[config.mk]
export PLATFORM = sky130hd
export DESIGN_NAME = button_repeat
export DESIGN_NICKNAME = d
export VERILOG_FILES = /design/src/rtl/button_repeat.sv
export SDC_FILE = /design/constraint.sdc
export NUM_CORES = 1
export LEC_CHECK = 0
export ABC_AREA = 1
export CAP_MARGIN = 20
export CORE_MARGIN = 8
export CORE_UTILIZATION = 34
export CTS_CLUSTER_SIZE = 10
export DETAILED_ROUTE_END_ITERATION = 6
export SLEW_MARGIN = 20
export SYNTH_ARGS = -nofsm -noshare
export SYNTH_HDL_FRONTEND = slang
export SYNTH_SLANG_ARGS = --single-unit
[constraint.sdc]
create_clock -name clk_in -period 3.9 [get_ports clk_in]
set_input_delay 0.39 -clock clk_in [delete_from_list [all_inputs] [get_ports clk_in]]
set_output_delay 0.39 -clock clk_in [all_outputs]
set_load 0.005 [all_outputs]
[src/rtl/button_repeat.sv]
// Turns debounced button levels into single-cycle press/repeat/release events
// for the game logic. Each channel runs its own small FSM and DAS counter.
//
// state  | meaning
// -------+----------------------------------------------------------
// IDLE   | button released, waiting for a rising edge
// DELAY  | pressed, counting toward the first auto-repeat
// REPEAT | auto-repeating, counting between repeat pulses
// HOLD   | pressed on a non-repeating channel, waiting for release
module button_repeat #(
    parameter int                     NUM_BUTTONS   = 4,
    parameter int                     DELAY_CYCLES  = 25245000,
    parameter int                     REPEAT_CYCLES = 7425000,
    parameter logic [NUM_BUTTONS-1:0] REPEAT_MASK   = 4'b0111
) (
    input  logic                   clk_in,
    input  logic                   reset_in,
    input  logic [NUM_BUTTONS-1:0] btn_in,
    output logic [NUM_BUTTONS-1:0] press_out,
    output logic [NUM_BUTTONS-1:0] release_out,
    output logic [NUM_BUTTONS-1:0] held_out
);

    localparam int MAX_CYCLES = (DELAY_CYCLES > REPEAT_CYCLES) ? DELAY_CYCLES : REPEAT_CYCLES;
    localparam int CW         = $clog2(MAX_CYCLES + 1);

    localparam logic [CW-1:0] DELAY_CNT  = CW'(DELAY_CYCLES);
    localparam logic [CW-1:0] REPEAT_CNT = CW'(REPEAT_CYCLES);
    localparam logic [CW-1:0] CNT_ONE    = CW'(1);

    typedef enum logic [1:0] {
        IDLE   = 2'd0,
        DELAY  = 2'd1,
        REPEAT = 2'd2,
        HOLD   = 2'd3
    } state_t;

    state_t                 state_q [NUM_BUTTONS];
    logic [CW-1:0]          cnt_q   [NUM_BUTTONS];
    logic [NUM_BUTTONS-1:0] prev_q;
    logic [NUM_BUTTONS-1:0] rise;
    logic [NUM_BUTTONS-1:0] fall;

    assign rise = btn_in & ~prev_q;
    assign fall = ~btn_in & prev_q;

    always_ff @(posedge clk_in) begin
        if (reset_in) begin
            // Loading prev from btn_in keeps a button held through reset silent.
            press_out   <= '0;
            release_out <= '0;
            held_out    <= btn_in;
            prev_q      <= btn_in;
            for (int i = 0; i < NUM_BUTTONS; i++) begin
                state_q[i] <= IDLE;
                cnt_q[i]   <= '0;
            end
        end else begin
            held_out <= btn_in;
            prev_q   <= btn_in;
            for (int i = 0; i < NUM_BUTTONS; i++) begin
                press_out[i]   <= 1'b0;
                release_out[i] <= 1'b0;
                case (state_q[i])
                    IDLE: begin
                        if (rise[i]) begin
                            press_out[i] <= 1'b1;
                            cnt_q[i]     <= CNT_ONE;
                            state_q[i]   <= REPEAT_MASK[i] ? DELAY : HOLD;
                        end
                    end
                    DELAY: begin
                        if (fall[i]) begin
                            release_out[i] <= 1'b1;
                            cnt_q[i]       <= '0;
                            state_q[i]     <= IDLE;
                        end else if (btn_in[i]) begin
                            if (cnt_q[i] == DELAY_CNT) begin
                                press_out[i] <= 1'b1;
                                cnt_q[i]     <= CNT_ONE;
                                state_q[i]   <= REPEAT;
                            end else if (cnt_q[i] != '1) begin
                                cnt_q[i] <= cnt_q[i] + CNT_ONE;
                            end
                        end
                    end
                    REPEAT: begin
                        // A fall on the same edge as a repeat match takes priority.
                        if (fall[i]) begin
                            release_out[i] <= 1'b1;
                            cnt_q[i]       <= '0;
                            state_q[i]     <= IDLE;
                        end else if (btn_in[i]) begin
                            if (cnt_q[i] == REPEAT_CNT) begin
                                press_out[i] <= 1'b1;
                                cnt_q[i]     <= CNT_ONE;
                            end else if (cnt_q[i] != '1) begin
                                cnt_q[i] <= cnt_q[i] + CNT_ONE;
                            end
                        end
                    end
                    HOLD: begin
                        if (fall[i]) begin
                            release_out[i] <= 1'b1;
                            cnt_q[i]       <= '0;
                            state_q[i]     <= IDLE;
                        end
                    end
                    default: begin
                        state_q[i] <= IDLE;
                        cnt_q[i]   <= '0;
                    end
                endcase
            end
        end
    end

endmodule

run_1/m1.png
Supply wires on this layer in gray.
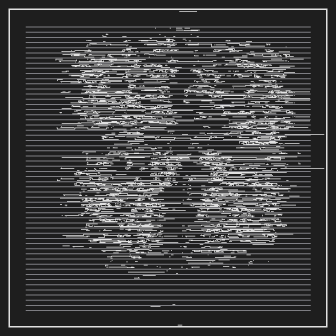
The wires run mostly horizontal. The layer carries 8280 um of wire. 985 nets have wire on it. The layer holds 48% of the routed length.

run_1/m2.png
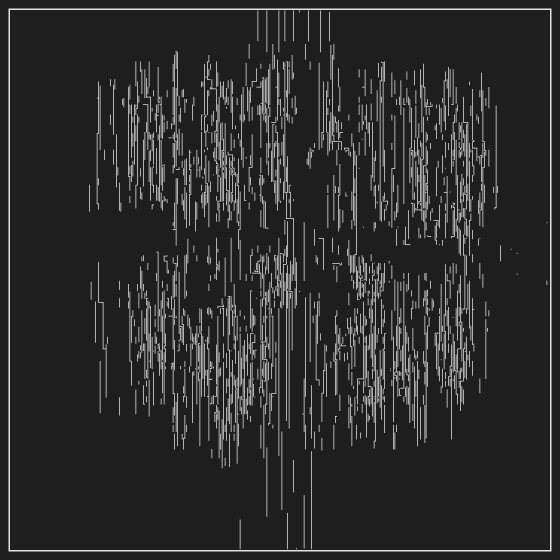
The layer carries 8130 um of wire. The wires run mostly vertical. The longest straight run is 45.6 um. The layer holds 47% of the routed length.

run_1/m3.png
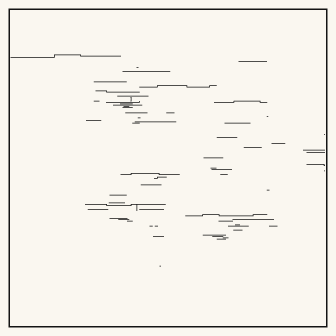
The layer carries 716 um of wire. The wires run mostly horizontal. The longest straight run is 24.8 um. 52 nets have wire on it. The layer holds 4.1% of the routed length.
met3 global-route usage: 0.0288
wirelength, routed: 17300 um
via count: 6411

==> impl.org, run 1 <==
#+TITLE: Flow metrics

** Setup path
- The worst setup path is launched from a flop.
- In this run the worst path has a maximum fanout of 13.
- Required @ worst endpoint :: 4.06 ns
- The data arrival time reported for the critical path is slightly below 3 ns.
- Endpoint kind of the worst setup timing path :: flop
- The critical path goes through ha_1, nand3_1, nor3_2, nand2_2, nor2_4, nand2_2, nand3_1, nand3b_1, nor2_1, nand2_1, buf_4.

** Final layout
- Most common logic cell in the routed design :: sky130_fd_sc_hd__nor2_1
- FILL cells :: 2267
- Final standard cell count with taps included and fillers excluded :: ~1300
- The final layout contains ~1000 nets.

** Clocking
- After clock tree synthesis, the flow added hold-fix buffers numbering 0.
- Worst-case clock buffer depth :: 2

** Logic synthesis
- Synth Instances :: between 900 and 1000
- Per the synth stats, the flop cell with the highest instance count is sky130_fd_sc_hd__edfxtp_1.
- Post-Synth Simple-Gate Area :: 0.350
- Post-Synthesis Mean Instance Area :: ~7.8 sq um
- Sequential area share after synthesis :: 0.451
- Grouping non-sequential cells by family puts the most area in simple AND/OR/NAND/NOR gates.
- Compound-cell area share of the yosys netlist :: 0.0403

** STA
- Number of endpoints failing setup at the final stage :: 0
- Max_slew headroom :: 0.456
- Static timing analysis puts the maximum clock frequency at between 0.3 and 0.4 GHz.

** Drt
- After detailed routing, the number of remaining DRC violations is 0.
- Routed wire per std cell :: between 10 and 15 um
- Detailed Routing Iterations Pass 1 :: 5
- Post-detailed-route count of antenna-violating nets :: 0

** Die
- Core box area :: about 0.023 sq mm
- 18 I/O pins were placed.
- Die Wd :: between 150 and 200 um
- Row count :: 55

** Outcome
- The flow ran to the end, and the final reports show no timing, DRC or antenna violations.

** Placement
- The placed instances occupy a cell area of 0.00822 sq mm.

** Job
- In this run the tools logged warnings totalling 30.

** Power
- For this design the static power due to leakage is about 3.3 nW.
==> run 1: final timing paths <==
path | start | endpoint | depth (start not counted)
worst min-delay path | prev_q[3] | release_out[3] | 2
worst min register to register | prev_q[3] | release_out[3] | 2
worst max register to register | cnt_q[0][0] | cnt_q[0][0] | 11
worst max-delay path | cnt_q[0][0] | cnt_q[0][0] | 11
==> run 1: area by class of cell <==
class | count | area [sq um] | area share
multi-input cells | 732 | 3690 | 0.420
repair buffers | 25 | 230 | 0.0262
well taps | 285 | 357 | 0.0406
clock inverters | 11 | 105 | 0.0120
inverters | 121 | 454 | 0.0517
clock buffers | 21 | 460 | 0.0524
flip-flops and latches | 120 | 3480 | 0.397
==> run 1: worst max-delay path, delay by kind of cell, from the launching register on <==
family	cells	cell delay [ns]
adder cells (fa/ha/maj)	1	0.22
buffers and inverters	1	0.35
flip-flops	1	0.44
AND/OR/NAND/NOR	9	1.47
==> run 1: where the power goes <==
| group | switching [mW] | leakage, nW | internal, mW |
|---|---|---|---|
| combinational | 0.217 | 1.80 | 0.119 |
| clock | 0.565 | 0.281 | 0.961 |
| sequential | 0.123 | 1.25 | 1.52 |
| total | 0.904 | 3.33 | 2.60 |
==> run 1: metrics by stage <==
stage	hold slack, ns	util
after CTS	0.478	0.390
after global routing	0.492	0.390
after global placement	0.468	0.365
final	0.477	0.390
after detailed placement	0.470	0.365
after floorplan	0.418	-
==> run 1: sequential cells by signal, summed over array words and instances, names as in the netlist <==
| name | cells |
|---|---|
| release_out | 4 |
| prev_q | 4 |
| press_out | 4 |
| state_q | 8 |
| cnt_q | 100 |
==> run 1: Yosys cell counts (7+ instances only) <==
master,instances,area (sq um)
sky130_fd_sc_hd__nand2_1,196,736
sky130_fd_sc_hd__nand2_2,8,50.1
sky130_fd_sc_hd__nor2_2,12,75.1
sky130_fd_sc_hd__a21oi_1,29,145
sky130_fd_sc_hd__dfxtp_1,12,240
sky130_fd_sc_hd__nor2_4,7,78.8
sky130_fd_sc_hd__nand3_1,61,305
sky130_fd_sc_hd__xor2_1,52,455
sky130_fd_sc_hd__edfxtp_1,108,3240
sky130_fd_sc_hd__o21ai_0,9,45.0
sky130_fd_sc_hd__inv_1,115,432
sky130_fd_sc_hd__ha_1,8,100
sky130_fd_sc_hd__nand4_1,35,219
sky130_fd_sc_hd__xnor2_1,14,123
sky130_fd_sc_hd__nor2_1,204,766
sky130_fd_sc_hd__nor3_1,56,280
==> run 1: layer usage <==
layer	vias up	share of wire	global-route usage
met5	-	0	0
met4	0	0.012	0.0376
met3	12	0.041	0.0288
met2	126	0.47	0.210
met1	2959	0.48	0.166
li1	3314	-	-
==> run 1: kinds of logic after synthesis <==
family          Yosys count
buf+inv                 134
simple gates            604
xor+xnor                 66
fa+ha+maj                 8
compound gates           54
flops                   120
run_1/clock_nets.png
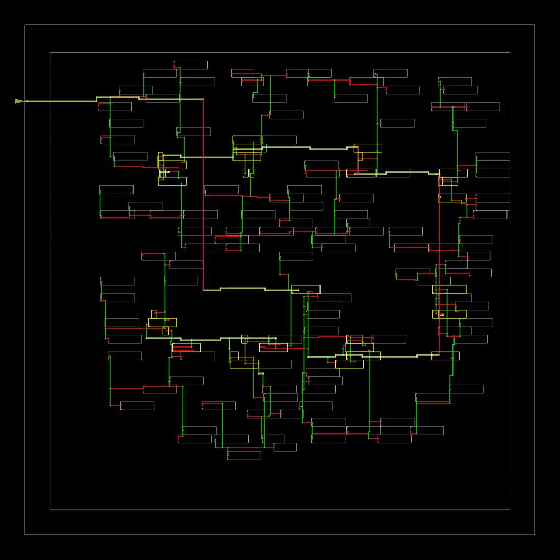

==> inputs of run 2 (changes only) <==
- clock period: 3.9 -> 2.85 ns (I/O delays scaled with it)
run_2/clock_nets.png
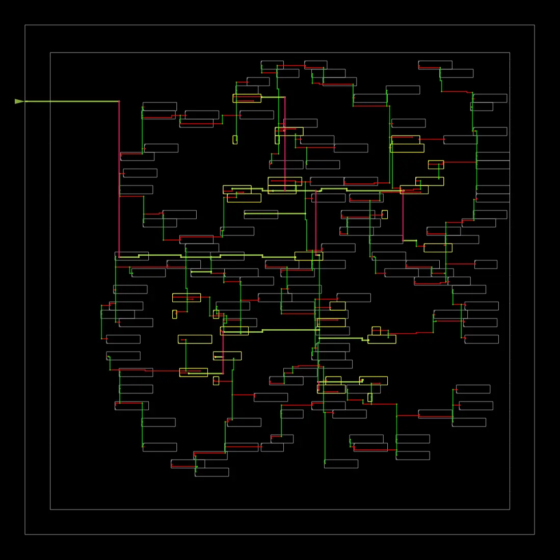
clk_lat worst skew: 0.42 ns
# clk buffers: 24
Sinks on Clock Net: 120
clock buffer count from CTS: 17
clock network power: 2.30 mW

==> impl.org, run 2 <==
#+TITLE: Flow metrics

** Clocking
- The cts-stage hold buffer count came to 0 (unchanged).
- Clock root buffer :: sky130_fd_sc_hd__clkbuf_16

** Logic synthesis
- Top_reg_cell synth :: sky130_fd_sc_hd__edfxtp_1
- By area the synthesized netlist is led by sky130_fd_sc_hd__edfxtp_1 (42%), sky130_fd_sc_hd__nor2_1 (9.9%), sky130_fd_sc_hd__nand2_1 (9.5%), sky130_fd_sc_hd__xor2_1 (5.9%), sky130_fd_sc_hd__inv_1 (5.6%).
- Count of yosys warnings during synthesis :: 0
- The commonest cells after synthesis are sky130_fd_sc_hd__nor2_1 (204), sky130_fd_sc_hd__nand2_1 (196), sky130_fd_sc_hd__inv_1 (115).
- Most frequent cell after synthesis :: sky130_fd_sc_hd__nor2_1
- The share of synthesized area occupied by flip-flops and latches came to 0.451 (unchanged).
- The average cell area after synthesis was 7.84 sq um (unchanged).
- The instance tally after logic synthesis came to 986 (unchanged).
- The largest total area in the synthesized netlist belongs to sky130_fd_sc_hd__edfxtp_1.

** STA
- Endpoints failing hold :: 0
- The achievable frequency came to 0.421 GHz (+16%).
- Number of endpoints failing setup at the final stage :: 0 (unchanged)
- The relative slew slack was 0.633 (+0.177).

** Hold path
- Hold Path Origin :: btn_in[2]

** Power
- Power Density :: 564 mW/mm^2
- The switching power of the nets is 1.24 mW (+37%).
- Design internal power :: 3.78 mW (+45%)
- Clock power frac :: 0.458 (+0.023)
- The leakage component of the power came to 3.39 nW (+1.8%).
- The power share of the sequential group came to 0.448 (-0.021).
- Portion of total power attributed to combinational logic :: 0.094 (-0.002)

** Final layout
- Largest register FFs :: 100 (unchanged)
- The final net count is 1038 (+0.68%).
- The top cell type in the final layout, fill and taps aside, is sky130_fd_sc_hd__nor2_1.
- Final standard cell count with taps included and fillers excluded :: 1322 (+0.53%)
- Register ranked first by flip-flop count :: cnt_q
- Final Core Density :: 0.396 (+0.00550)
- The largest registers in the layout are cnt_q (100), state_q (8).

** Setup path
- Kind of start point of the critical path :: flop
- The signal arrival time at the worst endpoint is 2.47 ns (-0.44 ns).
- The worst setup path is captured at a flop.
- Setup slack of the most critical reg-to-reg path :: about 0.48 ns
- Startpoint of the lowest-slack register-to-register path :: cnt_q[3][0]
- The worst endpoint required time is 2.95 ns (-1.11 ns).
- Max FO, Critical Path :: 16 (+3)
- Origin of the worst setup path :: cnt_q[3][0]

** Drt
- Routed wire per std cell :: 13.2 um (-0.25%)
- Residual DRC :: 0 (unchanged)
- The routed design shows a via density per instance of between 4 and 5.
- The length of the first detailed-routing pass in iterations was 5 (unchanged).
- The count of antenna-violating nets left after detailed routing came to 0 (unchanged).
- The aggregate routed wire length came to 17400 um (+0.28%).

** Job
- The count of warning messages emitted by the tools is 30 (unchanged).

** Global route
- Total global routing track utilization :: 0.131
- Largest net degree at the start of global routing :: 26

** Die
- Row count :: 55 (unchanged)
- Core box area :: 0.0225 sq mm (unchanged)

** Outcome
- Status :: complete, no violations
run_2/m4.png
Scale bar: 50 um. Supply wires on this layer in gray.
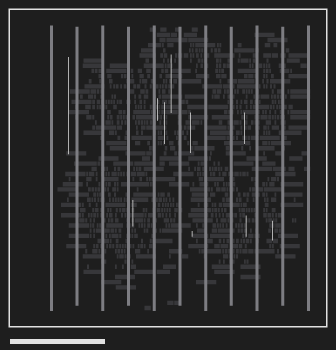
6 nets have wire on it. The longest straight run is 51.0 um. The layer carries 190 um of wire.

==> run 2: cell families (layout without fill, tap and decap cells) <==
family | after synthesis | after routing | synth area share
fa+ha+maj | 8 | 8 | 0.0129
xor+xnor | 66 | 66 | 0.0748
compound gates | 54 | 54 | 0.0403
simple gates | 604 | 604 | 0.350
flops | 120 | 120 | 0.451
buf+inv | 134 | 185 | 0.0719
==> run 2: final timing paths <==
kind                                        to  cells past startpoint
worst max-delay path               cnt_q[3][5]                      9
worst min-delay path                 prev_q[2]                      1
worst max register to register     cnt_q[3][5]                      9
worst min register to register  release_out[3]                      2
==> run 2: layer usage <==
layer / share of wire / global-route usage / up-vias
met3: 0.031 / 0.0262 / 22
li1: - / - / 3327
met2: 0.46 / 0.211 / 122
met5: 0 / 0 / -
met1: 0.49 / 0.174 / 3010
met4: 0.011 / 0.0403 / 0
==> run 2: stage by stage <==
stage	hold slack [ns]	instance area, sq um
4_1_cts	0.392	8910
5_1_grt	0.419	8910
3_3_place_gp	0.472	8280
2_1_floorplan	0.313	7730
3_5_place_dp	0.482	8280
6_report	0.413	8910
==> run 2: layout make-up <==
cell class / count / area [sq um]
clock buffer: 24 / 482
clock inverter: 8 / 143
fill: 2235 / 13600
inverter: 121 / 454
multi-input combinational: 732 / 3690
sequential: 120 / 3480
tap: 285 / 357
timing repair buffer: 32 / 295
==> run 2: critical path: stages, from the launching register on <==
cell                       delay, ns
sky130_fd_sc_hd__edfxtp_1       0.42
sky130_fd_sc_hd__inv_1          0.13
sky130_fd_sc_hd__ha_1           0.22
sky130_fd_sc_hd__nand3_1        0.13
sky130_fd_sc_hd__nor2_1         0.08
sky130_fd_sc_hd__and2_1         0.17
sky130_fd_sc_hd__a21oi_1        0.22
sky130_fd_sc_hd__nand2_2        0.24
sky130_fd_sc_hd__nand3b_1       0.18
sky130_fd_sc_hd__buf_4          0.27
==> run 2: power by group through the flow <==
| stage | logic, mW | clock network, mW | registers [mW] |
|---|---|---|---|
| global placement | 0.471 | 0 | 2.28 |
| CTS | 0.478 | 2.34 | 2.25 |
| floorplan | 0.354 | 0 | 2.23 |
| finish | 0.473 | 2.30 | 2.25 |
| detailed placement | 0.473 | 0 | 2.28 |
| global route | 0.545 | 2.42 | 2.27 |
Power is estimated from default activity; no workload was simulated.
